===== config.mk =====
export PLATFORM = sky130hd
export DESIGN_NAME = mem_request_driver
export DESIGN_NICKNAME = d
export VERILOG_FILES = /design/src/rtl/mem_driver_pkg.sv /design/src/rtl/sat_counter.sv /design/src/rtl/mem_request_driver.sv
export SDC_FILE = /design/constraint.sdc
export NUM_CORES = 1
export LEC_CHECK = 0
export CAP_MARGIN = 20
export CORE_AREA = 2 2 144 146
export CTS_CLUSTER_DIAMETER = 200
export CTS_CLUSTER_SIZE = 40
export DETAILED_ROUTE_END_ITERATION = 12
export DIE_AREA = 0 0 146 148
export PLACE_DENSITY = 0.76
export RECOVER_POWER = 25
export SLEW_MARGIN = 25
export SYNTH_ARGS = -nofsm -noshare
export SYNTH_HDL_FRONTEND = slang
export SYNTH_SLANG_ARGS = --single-unit

===== constraint.sdc =====
create_clock -name clk -period 2.45 [get_ports clk]
set_input_delay 0.49 -clock clk [delete_from_list [all_inputs] [get_ports clk]]
set_output_delay 0.49 -clock clk [all_outputs]
set_load 0.03 [all_outputs]

===== src/rtl/mem_driver_pkg.sv =====
// Shared types for the core-side memory request driver: FSM states and
// the hierarchy level encoding reported with every response.
package mem_driver_pkg;

  typedef enum logic [1:0] {
    ST_IDLE  = 2'd0,
    ST_PROBE = 2'd1,
    ST_WAIT  = 2'd2,
    ST_RESP  = 2'd3
  } state_e;

  localparam logic [1:0] LVL_L1  = 2'd0;
  localparam logic [1:0] LVL_L2  = 2'd1;
  localparam logic [1:0] LVL_MEM = 2'd2;

  function automatic int max3(input int a, input int b, input int c);
    int m;
    m = (a > b) ? a : b;
    return (m > c) ? m : c;
  endfunction

endpackage


===== src/rtl/sat_counter.sv =====
// Saturating up-counter; a clear and an increment on the same edge yields 1.
module sat_counter #(
  parameter int WIDTH = 16
) (
  input  logic             clk,
  input  logic             rst,
  input  logic             clr_i,
  input  logic             inc_i,
  output logic [WIDTH-1:0] count_o
);

  logic [WIDTH-1:0] count_q;

  // NOTE: sequential state is assigned with <= so every flop samples pre-edge values.
  always_ff @(posedge clk) begin
    if (rst) begin
      count_q <= '0;
    end else if (clr_i) begin
      count_q <= inc_i ? WIDTH'(1) : '0;
    end else if (inc_i && (count_q != '1)) begin
      count_q <= count_q + WIDTH'(1);
    end
  end

  assign count_o = count_q;

endmodule


===== src/rtl/mem_request_driver.sv =====
// Core-side initiator: one request at a time, single-cycle probe of the
// hierarchy, level-dependent latency, one-cycle response, saturating stats.
module mem_request_driver
  import mem_driver_pkg::*;
#(
  parameter int DATA_WIDTH = 32,
  parameter int ADDR_WIDTH = 8,
  parameter int L1_LAT     = 1,
  parameter int L2_LAT     = 4,
  parameter int MEM_LAT    = 20,
  parameter int CNT_WIDTH  = 16
) (
  input  logic                  clk,
  input  logic                  rst,
  input  logic                  req_valid,
  output logic                  req_ready,
  input  logic                  req_write,
  input  logic [ADDR_WIDTH-1:0] req_addr,
  input  logic [DATA_WIDTH-1:0] req_wdata,
  output logic                  resp_valid,
  output logic [DATA_WIDTH-1:0] resp_rdata,
  output logic [1:0]            resp_level,
  output logic                  mem_write_en,
  output logic [ADDR_WIDTH-1:0] mem_address,
  output logic [DATA_WIDTH-1:0] mem_write_data,
  input  logic [DATA_WIDTH-1:0] mem_read_data,
  input  logic                  l1_hit,
  input  logic                  l2_hit,
  input  logic                  report,
  output logic                  stat_valid,
  output logic [CNT_WIDTH-1:0]  stat_l1,
  output logic [CNT_WIDTH-1:0]  stat_l2,
  output logic [CNT_WIDTH-1:0]  stat_mem,
  output logic [CNT_WIDTH-1:0]  stat_wr
);

  localparam int MAX_LAT = max3(L1_LAT, L2_LAT, MEM_LAT);
  localparam int WAIT_W  = (MAX_LAT > 1) ? $clog2(MAX_LAT) : 1;

  localparam logic [WAIT_W-1:0] L1_WAIT  = WAIT_W'(L1_LAT - 1);
  localparam logic [WAIT_W-1:0] L2_WAIT  = WAIT_W'(L2_LAT - 1);
  localparam logic [WAIT_W-1:0] MEM_WAIT = WAIT_W'(MEM_LAT - 1);

  state_e                state_q;
  logic [WAIT_W-1:0]     wait_q;
  logic                  write_q;
  logic                  resp_valid_q;
  logic [DATA_WIDTH-1:0] resp_rdata_q;
  logic [1:0]            resp_level_q;
  logic                  mem_write_en_q;
  logic [ADDR_WIDTH-1:0] mem_address_q;
  logic [DATA_WIDTH-1:0] mem_write_data_q;

  logic [1:0]            level_d;
  logic [WAIT_W-1:0]     wait_d;
  logic                  probe_end;

  // Level decode of the hit flags; stores always account as memory, L1 wins ties.
  // NOTE: every always_comb output gets a default first so no latch is inferred.
  always_comb begin
    level_d = LVL_MEM;
    if (!write_q) begin
      if (l1_hit)      level_d = LVL_L1;
      else if (l2_hit) level_d = LVL_L2;
    end
    case (level_d)
      LVL_L1:  wait_d = L1_WAIT;
      LVL_L2:  wait_d = L2_WAIT;
      default: wait_d = MEM_WAIT;
    endcase
  end

  assign probe_end = (state_q == ST_PROBE);

  always_ff @(posedge clk) begin
    if (rst) begin
      state_q          <= ST_IDLE;
      wait_q           <= '0;
      write_q          <= 1'b0;
      resp_valid_q     <= 1'b0;
      resp_rdata_q     <= '0;
      resp_level_q     <= LVL_L1;
      mem_write_en_q   <= 1'b0;
      mem_address_q    <= '0;
      mem_write_data_q <= '0;
    end else begin
      mem_write_en_q <= 1'b0;
      resp_valid_q   <= 1'b0;
      case (state_q)
        ST_IDLE: begin
          // The hierarchy port registers double as the request hold registers.
          if (req_valid) begin
            write_q          <= req_write;
            mem_address_q    <= req_addr;
            mem_write_data_q <= req_wdata;
            mem_write_en_q   <= req_write;
            state_q          <= ST_PROBE;
          end
        end
        ST_PROBE: begin
          resp_level_q <= level_d;
          resp_rdata_q <= write_q ? '0 : mem_read_data;
          wait_q       <= wait_d;
          if (wait_d == '0) begin
            resp_valid_q <= 1'b1;
            state_q      <= ST_RESP;
          end else begin
            state_q <= ST_WAIT;
          end
        end
        ST_WAIT: begin
          wait_q <= wait_q - WAIT_W'(1);
          if (wait_q == WAIT_W'(1)) begin
            resp_valid_q <= 1'b1;
            state_q      <= ST_RESP;
          end
        end
        default: state_q <= ST_IDLE;
      endcase
    end
  end

  assign req_ready      = (state_q == ST_IDLE) && !rst;
  assign resp_valid     = resp_valid_q;
  assign resp_rdata     = resp_rdata_q;
  assign resp_level     = resp_level_q;
  assign mem_write_en   = mem_write_en_q;
  assign mem_address    = mem_address_q;
  assign mem_write_data = mem_write_data_q;

  logic [CNT_WIDTH-1:0] cnt_l1, cnt_l2, cnt_mem, cnt_wr;

  sat_counter #(.WIDTH(CNT_WIDTH)) u_cnt_l1 (
    .clk(clk), .rst(rst), .clr_i(report),
    .inc_i(probe_end && (level_d == LVL_L1)), .count_o(cnt_l1)
  );
  sat_counter #(.WIDTH(CNT_WIDTH)) u_cnt_l2 (
    .clk(clk), .rst(rst), .clr_i(report),
    .inc_i(probe_end && (level_d == LVL_L2)), .count_o(cnt_l2)
  );
  sat_counter #(.WIDTH(CNT_WIDTH)) u_cnt_mem (
    .clk(clk), .rst(rst), .clr_i(report),
    .inc_i(probe_end && !write_q && (level_d == LVL_MEM)), .count_o(cnt_mem)
  );
  sat_counter #(.WIDTH(CNT_WIDTH)) u_cnt_wr (
    .clk(clk), .rst(rst), .clr_i(report),
    .inc_i(probe_end && write_q), .count_o(cnt_wr)
  );

  logic                 stat_valid_q;
  logic [CNT_WIDTH-1:0] stat_l1_q, stat_l2_q, stat_mem_q, stat_wr_q;

  // Snapshot captures the pre-edge counts, i.e. before any same-edge increment.
  always_ff @(posedge clk) begin
    if (rst) begin
      stat_valid_q <= 1'b0;
      stat_l1_q    <= '0;
      stat_l2_q    <= '0;
      stat_mem_q   <= '0;
      stat_wr_q    <= '0;
    end else begin
      stat_valid_q <= report;
      if (report) begin
        stat_l1_q  <= cnt_l1;
        stat_l2_q  <= cnt_l2;
        stat_mem_q <= cnt_mem;
        stat_wr_q  <= cnt_wr;
      end
    end
  end

  assign stat_valid = stat_valid_q;
  assign stat_l1    = stat_l1_q;
  assign stat_l2    = stat_l2_q;
  assign stat_mem   = stat_mem_q;
  assign stat_wr    = stat_wr_q;

endmodule


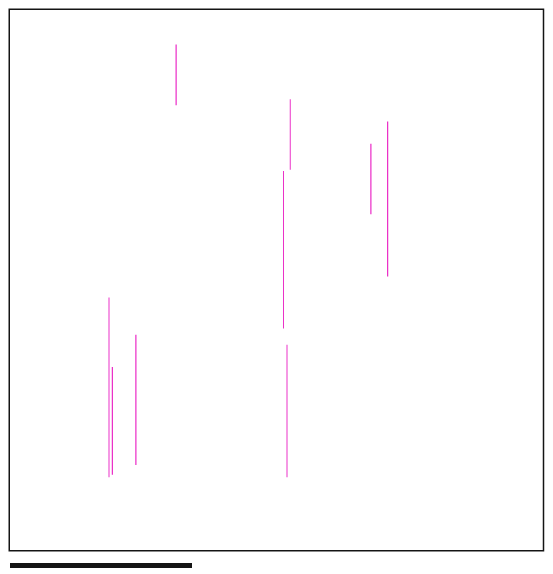
run_1/layer_met4.png
Bar = 50 um.
share of all routed wire: 1.3%
longest straight run: 49.0 um
wire length on this layer: 289 um
nets with wire on the layer: 7

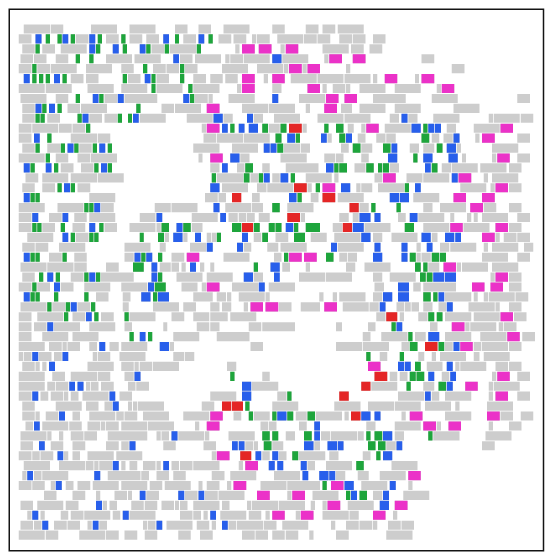
run_1/logic_types.png
| family | colour | cells |
|---|---|---|
| aoi and oai cells | blue | 191 |
| nand cells | green | 182 |
| non-inverting ao/oa cells | red | 17 |
| mux cells | magenta | 71 |

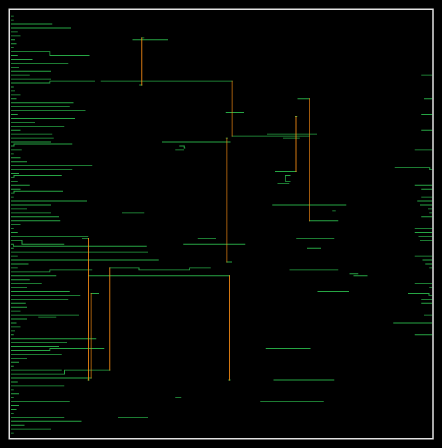
run_1/wires.png
Two of the layers only.
| layer | colour | wire length |
|---|---|---|
| metal 3 | green | 1840 um |
| metal 4 | orange | 289 um |

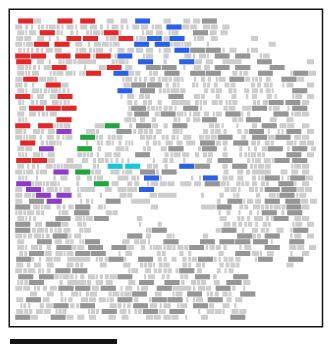
run_1/flops_by_reg.png
Bar = 50 um. Other sequential cells in the stronger grey, the rest of the logic in the fainter grey.
| signal | colour | flops |
|---|---|---|
| `wait_q` | green | 5 |
| `mem_address` | purple | 8 |
| `mem_write_data` | red | 32 |
| `state_q` | cyan | 2 |
| `stat_l1` | blue | 16 |

==> results.txt, run 1 <==
post-CTS setup repair buffer count: 0
clock buffers: 9
max cap viols: 1
count of multi-input gates: 723
cts bufs inserted: 9
post-synthesis cell count: 1016
GRT overflow: 0
critical path type: flop to flop
IO Port Bufs: 220
Commonest flop: dfxtp_1
layer with the highest usage: met2
Main logic family: simple AND/OR/NAND/NOR gates
Power Dens Cells: 724 nW/um2
Netlist cell types: 50
layout net count: 1297
GR Layer Usage met1: 0.262
Wirelength per Cell: 15.4 um
MI comb area: 4280 um2
clock latency on the worst-skew pair: 0.48 ns
Via density: 5.36
seq_cells: 213
status: finished, violations left
violated checks: capacitance limit, slew limit
max-slew violations: 80
Clock transition at path regs: 0.14 ns
Post-CTS Resized: 0
Async SR Flop Fraction: 0
# rows: 52
GR Util All Layers: 0.203
[run 1: worst register-to-register path, cell delays in order, from the launching register on]
cell	delay, ns
dfxtp_1	0.37
inv_1	0.09
ha_2	0.17
or4b_4	0.47
or4_1	0.45
or4_1	0.53
a21oi_1	0.14
[run 1: through the flow]
stage	worst slack (ns)	total power [mW]	TNS (ns)	util
3_5_place_dp	-0.193	6.73	-0.640	0.569
3_3_place_gp	-0.172	6.67	-0.447	0.569
6_report	0.193	8.40	0	0.579
4_1_cts	0.173	8.53	0	0.581
5_1_grt	0.0990	8.86	0	0.579
2_1_floorplan	0.0263	5.67	0	-
[run 1: kinds of logic after synthesis]
| kind of cell | after synthesis |
|---|---|
| AND-OR/OR-AND | 208 |
| adder cells (fa/ha/maj) | 10 |
| buffers and inverters | 80 |
| flip-flops | 213 |
| multiplexers | 71 |
| AND/OR/NAND/NOR | 434 |
[run 1: state kept, by name, indices dropped and copies added (netlist names), 2 cells and up]
signal and count:
mem_address 8, mem_write_data 32, resp_level 2, resp_rdata 32, stat_l1 16, stat_l2 16, stat_mem 16, stat_wr 16
state_q 2, u_cnt_l1.count_o 16, u_cnt_l2.count_o 16, u_cnt_mem.count_o 16, u_cnt_wr.count_o 16, wait_q 5
[run 1: where the power goes]
part / internal [mW] / switching [mW] / leakage (nW)
clock network: 0.696 / 1.10 / 0.122
logic: 1.07 / 1.59 / 2.35
registers: 3.77 / 0.169 / 1.73
[run 1: worst paths after layout]
kind	slack, ns	end	startpoint	depth (start not counted)
hold / removal	0.25	resp_level[0]	rst	2
setup reg to reg	0.19	u_cnt_mem.count_o[13]	state_q[1]	6
setup / recovery	0.19	u_cnt_mem.count_o[13]	state_q[1]	6
hold reg to reg	0.46	mem_write_data[1]	mem_write_data[1]	2
run_1/congestion.png
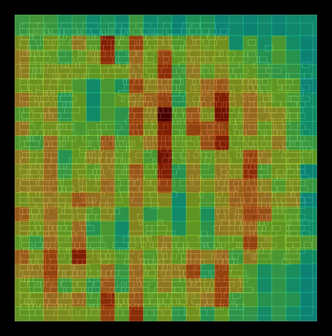

==> inputs of run 2 (changes only) <==
--- a/config.mk
+++ b/config.mk
@@ -6,11 +6,10 @@
 export NUM_CORES = 1
 export LEC_CHECK = 0
 export CAP_MARGIN = 20
-export CORE_AREA = 2 2 144 146
+export CORE_AREA = 3 3 145 147
 export CTS_CLUSTER_DIAMETER = 200
-export CTS_CLUSTER_SIZE = 40
 export DETAILED_ROUTE_END_ITERATION = 12
-export DIE_AREA = 0 0 146 148
+export DIE_AREA = 0 0 148 150
 export PLACE_DENSITY = 0.76
 export RECOVER_POWER = 25
 export SLEW_MARGIN = 25
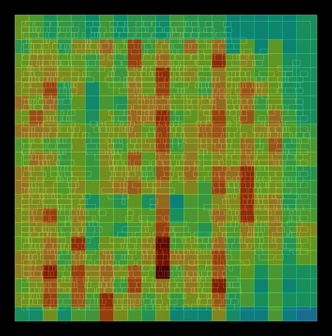
run_2/congestion.png
layer with the highest usage: met2
fin util: 0.603
Wirelength per Cell: 15.3 um
met2 Use GR: 0.325

==> results.txt, run 2 <==
status: finished, violations left
cts bufs inserted: 23 (+14)
max-slew violations: 38 (-53%)
P_sw: 3.10 mW (+8.3%)
Post-CTS Resized: 1 (+1)
r2r worst-path depth: 6 (unchanged)
switch share: 0.312 (-0.0286)
Commonest flop: dfxtp_1
P_seq: 3.94 mW (about the same)
Post-Route Setup TNS: 0 ns (unchanged)
Final Power: 9.94 mW (+18%)
Hold Path Origin: rst
internal power: 6.84 mW (+23%)
violated checks: capacitance limit, slew limit
max cap viols: 1 (unchanged)
P_comb: 2.63 mW (about the same)
GRT overflow: 0 (unchanged)
setup slack after layout: 0.202 ns (+0.00883 ns)
Clk pwr share: 0.338 (+0.124)
IO Port Bufs: 220 (unchanged)
post-synthesis cell count: 1016 (unchanged)
Via density: 5.30 (-1.2%)
run 2: cell counts after synthesis:
No cell type changed its count.
run 2: final cells by class:
cell class / instances / share of cell area
tap: 270 / 0.0279
sequential: 213 / 0.353
clock buffer: 33 / 0.0557
multi-input combinational: 723 / 0.354
inverter: 10 / 0.00311
clock inverter: 6 / 0.00476
timing repair buffer: 252 / 0.202
run 2: worst register-to-register path: stages (launching register included):
cell and delay (ns):
dfxtp_1 0.33, inv_1 0.09, ha_2 0.18, or4b_4 0.47, or4_1 0.45, or4_1 0.54
a21oi_1 0.13
run 2: logic make-up (layout without fill, tap and decap cells):
| kind of cell | Yosys count | in the layout | share of synthesized area |
|---|---|---|---|
| buffers and inverters | 80 | 301 | 0.0358 |
| adder cells (fa/ha/maj) | 10 | 10 | 0.0141 |
| AND/OR/NAND/NOR | 434 | 434 | 0.250 |
| AND-OR/OR-AND | 208 | 208 | 0.139 |
| multiplexers | 71 | 71 | 0.0803 |
| flip-flops | 213 | 213 | 0.482 |
run 2: worst max-delay path by stage:
stage / slack (ns) / cells past startpoint / endpoint
final: 0.20 / 6 / u_cnt_mem.count_o[13]
after floorplan: 0.03 / 7 / u_cnt_mem.count_o[13]
after global placement: -0.16 / 5 / u_cnt_mem.count_o[13]
after CTS: 0.18 / 4 / req_ready
after detailed placement: -0.18 / 5 / u_cnt_mem.count_o[13]
after global routing: 0.04 / 5 / u_cnt_mem.count_o[5]
run 2: metal layers:
layer  up-vias  global-route usage  wire, um
li1       4023                   -         -
met1      3678               0.253      9980
met2       237               0.325     10500
met3        41              0.0757      2100
met4         2              0.0453       498
met5         -                   0        11
Power and IR drop assume default switching activity.
